<file path="src/rtl/block_map_reader.sv">
// Block map reader: fetches one tile row of COLS block_ids from the level map, starting at the scrolled map column.
// Build option BLOCK_MAP_READER_SKIP_EMPTY_EN drops columns whose block_id is 0 instead of presenting them.
module block_map_reader #(
  parameter int COLS      = 41,
  parameter int MAP_COL_W = 8
) (
  input  logic                 Clk,
  input  logic                 Reset,
  input  logic                 start,
  input  logic [4:0]           row,
  input  logic [MAP_COL_W+3:0] scroll_x,
  output logic                 mem_rd,
  output logic [MAP_COL_W+4:0] mem_addr,
  input  logic                 mem_rvalid,
  input  logic [3:0]           mem_rdata,
  output logic                 out_valid,
  input  logic                 out_ready,
  output logic [3:0]           out_block_id,
  output logic [5:0]           out_col,
  output logic                 busy,
  output logic                 done
);

  typedef enum logic [1:0] {
    IDLE  = 2'd0,
    ISSUE = 2'd1,
    WAIT  = 2'd2,
    PUSH  = 2'd3
  } state_t;

  localparam logic [5:0] LAST_COL = 6'(COLS - 1);

  state_t               state_r, state_s;
  logic [5:0]           col_r, col_s;
  logic [MAP_COL_W-1:0] base_col_r, base_col_s;
  logic [4:0]           row_r, row_s;
  logic [MAP_COL_W-1:0] map_col_s;
  logic                 done_s;
  logic                 load_out_s;

  logic                 mem_rd_r;
  logic [MAP_COL_W+4:0] mem_addr_r;
  logic                 out_valid_r;
  logic [3:0]           out_block_id_r;
  logic [5:0]           out_col_r;
  logic                 busy_r;
  logic                 done_r;

  // Only whole tiles matter; the fine pixel offset is consumed by the renderer.
  logic unused_scroll_s;
  assign unused_scroll_s = ^scroll_x[3:0];

  // Next-state, column bookkeeping and output-load decisions.
  always_comb begin
    state_s    = state_r;
    col_s      = col_r;
    base_col_s = base_col_r;
    row_s      = row_r;
    done_s     = 1'b0;
    load_out_s = 1'b0;
    case (state_r)
      IDLE: begin
        // A start colliding with the done pulse is dropped so done never overlaps an accepted start.
        if (start && !done_r) begin
          row_s      = row;
          base_col_s = scroll_x[MAP_COL_W+3:4];
          col_s      = 6'd0;
          state_s    = ISSUE;
        end else begin
          state_s = IDLE;
        end
      end
      ISSUE: begin
        state_s = WAIT;
      end
      WAIT: begin
        if (mem_rvalid) begin
`ifdef BLOCK_MAP_READER_SKIP_EMPTY_EN
          if (mem_rdata == 4'd0) begin
            if (col_r == LAST_COL) begin
              state_s = IDLE;
              done_s  = 1'b1;
            end else begin
              col_s   = col_r + 6'd1;
              state_s = ISSUE;
            end
          end else begin
            load_out_s = 1'b1;
            state_s    = PUSH;
          end
`else
          load_out_s = 1'b1;
          state_s    = PUSH;
`endif
        end else begin
          state_s = WAIT;
        end
      end
      PUSH: begin
        if (out_ready) begin
          if (col_r == LAST_COL) begin
            state_s = IDLE;
            done_s  = 1'b1;
          end else begin
            col_s   = col_r + 6'd1;
            state_s = ISSUE;
          end
        end else begin
          state_s = PUSH;
        end
      end
      default: begin
        state_s = IDLE;
      end
    endcase
  end

  // Map column wraps naturally by truncation to MAP_COL_W bits.
  assign map_col_s = base_col_s + MAP_COL_W'(col_s);

  // State and registered outputs, all derived from the next state so they line up with it.
  always_ff @(posedge Clk) begin
    if (Reset) begin
      state_r        <= IDLE;
      col_r          <= 6'd0;
      base_col_r     <= {MAP_COL_W{1'b0}};
      row_r          <= 5'd0;
      mem_rd_r       <= 1'b0;
      mem_addr_r     <= {(MAP_COL_W+5){1'b0}};
      out_valid_r    <= 1'b0;
      out_block_id_r <= 4'd0;
      out_col_r      <= 6'd0;
      busy_r         <= 1'b0;
      done_r         <= 1'b0;
    end else begin
      state_r     <= state_s;
      col_r       <= col_s;
      base_col_r  <= base_col_s;
      row_r       <= row_s;
      mem_rd_r    <= (state_s == ISSUE);
      out_valid_r <= (state_s == PUSH);
      busy_r      <= (state_s != IDLE);
      done_r      <= done_s;
      if (state_s == ISSUE) begin
        mem_addr_r <= {row_s, map_col_s};
      end
      if (load_out_s) begin
        out_block_id_r <= mem_rdata;
        out_col_r      <= col_r;
      end
    end
  end

  assign mem_rd       = mem_rd_r;
  assign mem_addr     = mem_addr_r;
  assign out_valid    = out_valid_r;
  assign out_block_id = out_block_id_r;
  assign out_col      = out_col_r;
  assign busy         = busy_r;
  assign done         = done_r;

endmodule

</file>
<file path="config.mk">
export PLATFORM = sky130hd
export DESIGN_NAME = block_map_reader
export DESIGN_NICKNAME = d
export VERILOG_FILES = /design/src/rtl/block_map_reader.sv
export SDC_FILE = /design/constraint.sdc
export NUM_CORES = 1
export LEC_CHECK = 0
export CORE_MARGIN = 2
export CORE_UTILIZATION = 46
export DETAILED_ROUTE_END_ITERATION = 7
export GPL_TIMING_DRIVEN = 0
export HOLD_SLACK_MARGIN = 0.05
export PLACE_DENSITY_LB_ADDON = 0.1
export SLEW_MARGIN = 20
export SYNTH_ARGS = -nofsm -noshare
export SYNTH_HDL_FRONTEND = slang
export SYNTH_SLANG_ARGS = --single-unit
</file>
<file path="constraint.sdc">
create_clock -name Clk -period 4.4 [get_ports Clk]
set_input_delay 1.1 -clock Clk [delete_from_list [all_inputs] [get_ports Clk]]
set_output_delay 1.1 -clock Clk [all_outputs]
set_load 0.03 [all_outputs]
</file>
==> images/placed.png <==
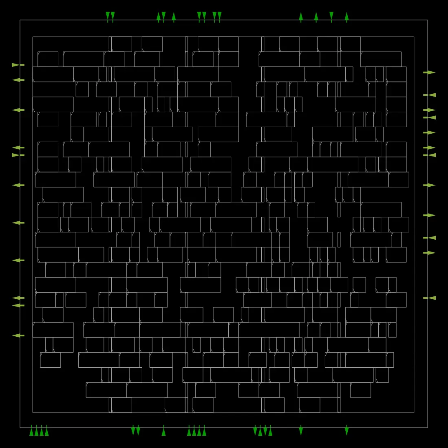
row count: 25
Core ar.: 0.00469 mm2
TAP cells: 54

==> images/clock_wires.png <==
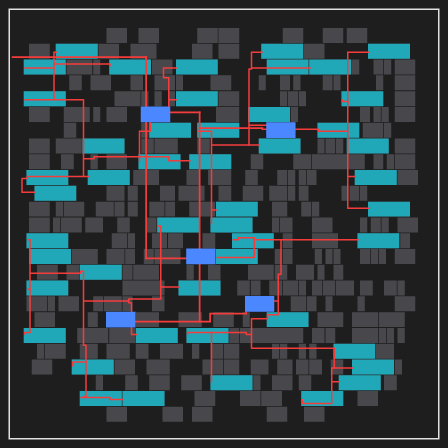
legend:
  flip-flops:
    color: cyan
    count: 48
  clock-net drivers:
    color: blue
    count: 5
  clock wires:
    color: red
    length: 583 um
routed clock nets: 6

==> run_results.csv <==
group,metric,value,unit
run_status,status,"finished clean",
placement,place_hpwl,3450,um
die,ios,53,
cells_and_area,design.seq.count,48,
power_and_ir_drop,p_sw,0.000402,W
worst_setup_path,critPathKind,"in -> reg",
cts,hold_buffers,0,
yosys,top_cells_by_area,"dfxtp_1 43%, ha_1 6.1%, mux2i_1 4.9%, nand2_1 4.7%, a21oi_1 4.5%",
yosys,synth-seq-area-share,42.9,%
routing,dr.pass1.iters,4,
cells_and_area,seq_share,33.3,%
cells_and_area,final_util,61.5,%
yosys,yosysTopAreaCell,"dfxtp_1",
yosys,yosys_area,0.00224,mm2
cells_and_area,logic_gates,172,
cells_and_area,n_clock_buffer,6,
power_and_ir_drop,seq_power_share,41.0,%
cells_and_area,clock_area_share,3.73,%
cells_and_area,buffer_area_share,18.1,%
min_path,hold_path.class,"reg -> reg",
cts,cts_setup_buffers,0,
power_and_ir_drop,comb_power,0.000420,W
cells_and_area,nets,329,
global_routing,antenna_found_initial,0,
cells_and_area,antennaDiodeCount,0,
yosys,synthesis.nets,275,
cells_and_area,layout-drive-gt1-share,12.0,%
power_and_ir_drop,p_int,0.000840,W
cts,cts_tree,"done",
yosys,synth_warnings,0,
routing,wirelength,4610,um
cts,clk_latency,0.30,ns
worst_setup_path,cp.required,4.64,ns
global_routing,grt_pass1_wl,7670,um
global_routing,globalRouteMet3Util,4.12,%
yosys,ys_sh_aoi,16.9,%
timing,worst_slack,0.998,ns
timing,period_used_share,77.3,%
worst_setup_path,crit_path_end_kind,"flop",
cts,h-tree-depth,2,
power_and_ir_drop,total_power,0.00124,W
cells_and_area,logic_area,0.00120,mm2
cts,path_clk_slew,0.08,ns
yosys,synth_area,0.00224,mm2
worst_setup_path,cp-endpoint,"mem_addr[5]$_SDFFE_PP0P_",
yosys,ys_sh_adder,7.04,%
timing,period_minus_slack,3.40,ns
cells_and_area,areaGrowthSynthToFinish,28.8,%
cells_and_area,fill_cells,456,
worst_setup_path,crit_path_max_incr_delay,0.42,ns
worst_setup_path,path_buffers,2,
routing,antenna_left,0,
cells_and_area,lay_top_count,"dfxtp_1",
routing,routed-via-count,1765,
worst_setup_path,reg2reg_to,"mem_addr[5]$_SDFFE_PP0P_",
routing,route.met3.wl,189,um
cts,cts-root-buf,"clkbuf_8",
global_routing,grt_max_degree,15,
yosys,edf_count,0,
timing,final.setup.tns,0,ns
worst_setup_path,r2r-start,"state_r[1]$_SDFF_PP0_",
yosys,postSynthCellCount,237,
worst_setup_path,rrSetupSlack,1.46,ns
timing,tightest_slew,0.704,ns
placement,globalplace.congestion,0.776,
worst_setup_path,crit_start,"start",
yosys,synth.distinct_cells,40,
cells_and_area,finalInstanceArea,0.00288,mm2
worst_setup_path,crit_chain,"clkdlybuf4s50_1 > nand3b_1 > buf_2 > mux2_2 > ha_1 > a21oi_1 > nand2_1 > a31oi_1 > xnor2_1 > o2bb2ai_2",
global_routing,grt_pass1_vias,1717,
worst_setup_path,cp.arrival,3.64,ns
routing,wl_per_cell,13.3,um
die,die_h,73.8,um
worst_setup_path,slowest_stage,"clkdlybuf4s50_1",
min_path,min_path_cells,2,
routing,detailedRoute.firstIterationViolations,103,
timing,setup-violations-final,0,
power_and_ir_drop,leakagePower,1.13,nW
worst_setup_path,critPathLaunchType,"primary input",
worst_setup_path,crit_fanout,10,
cells_and_area,register_area,961,um2
job,maxCapViolations,0,
global_routing,overflow,0,
global_routing,grt.busiest_layer,"met2",
cts,clk_path_buf_depth,2,
global_routing,grt_util_met2,30.2,%
timing,fmax,0.294,GHz
timing,final_max_slew_viol_count,0,
power_and_ir_drop,power_density,431,mW/mm2
power_and_ir_drop,ir_worst_vdd,0.313,mV
cells_and_area,dominant-cell-class,"combinational gates",
power_and_ir_drop,p_seq,0.000510,W
power_and_ir_drop,pg_clk,0.000313,W
timing,hold_violations,0,
cts,numCtsBuffers,5,
timing,fin_skew,0.00376,ns
cells_and_area,instances_no_fill,346,
min_path,whs_endpoint,"out_block_id[2]$_SDFFE_PP0P_",
timing,hold_ws,0.455,ns
routing,via_per_inst,5.10,
placement,port_buffers,47,
die,die_width,73.8,um
placement,pre_cts_slack,0.668,ns
worst_setup_path,r2r_cells,11,
yosys,avgSynthCellArea,9.44,um2
yosys,ys_top_logic_family,"simple AND/OR/NAND/NOR gates",
power_and_ir_drop,power.group.top,"registers",
placement,place_area,0.00278,mm2
global_routing,grt_usage,18.5,%
yosys,most_common_cell,"dfxtp_1",
timing,slew_headroom,53.1,%
yosys,xor_share,2.35,%
==> images/route_heat.png <==
15 x 15 tiles, from dark blue (low) to red (high), scaled to the fullest tile. Values are wire area over tile area, all layers added.
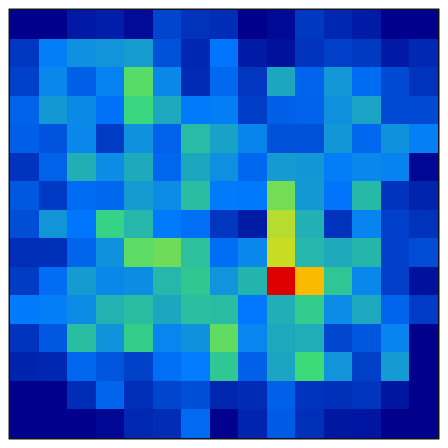
densest ninth of the die: middle
mean over tiles: 0.13
fullest tile: 0.57

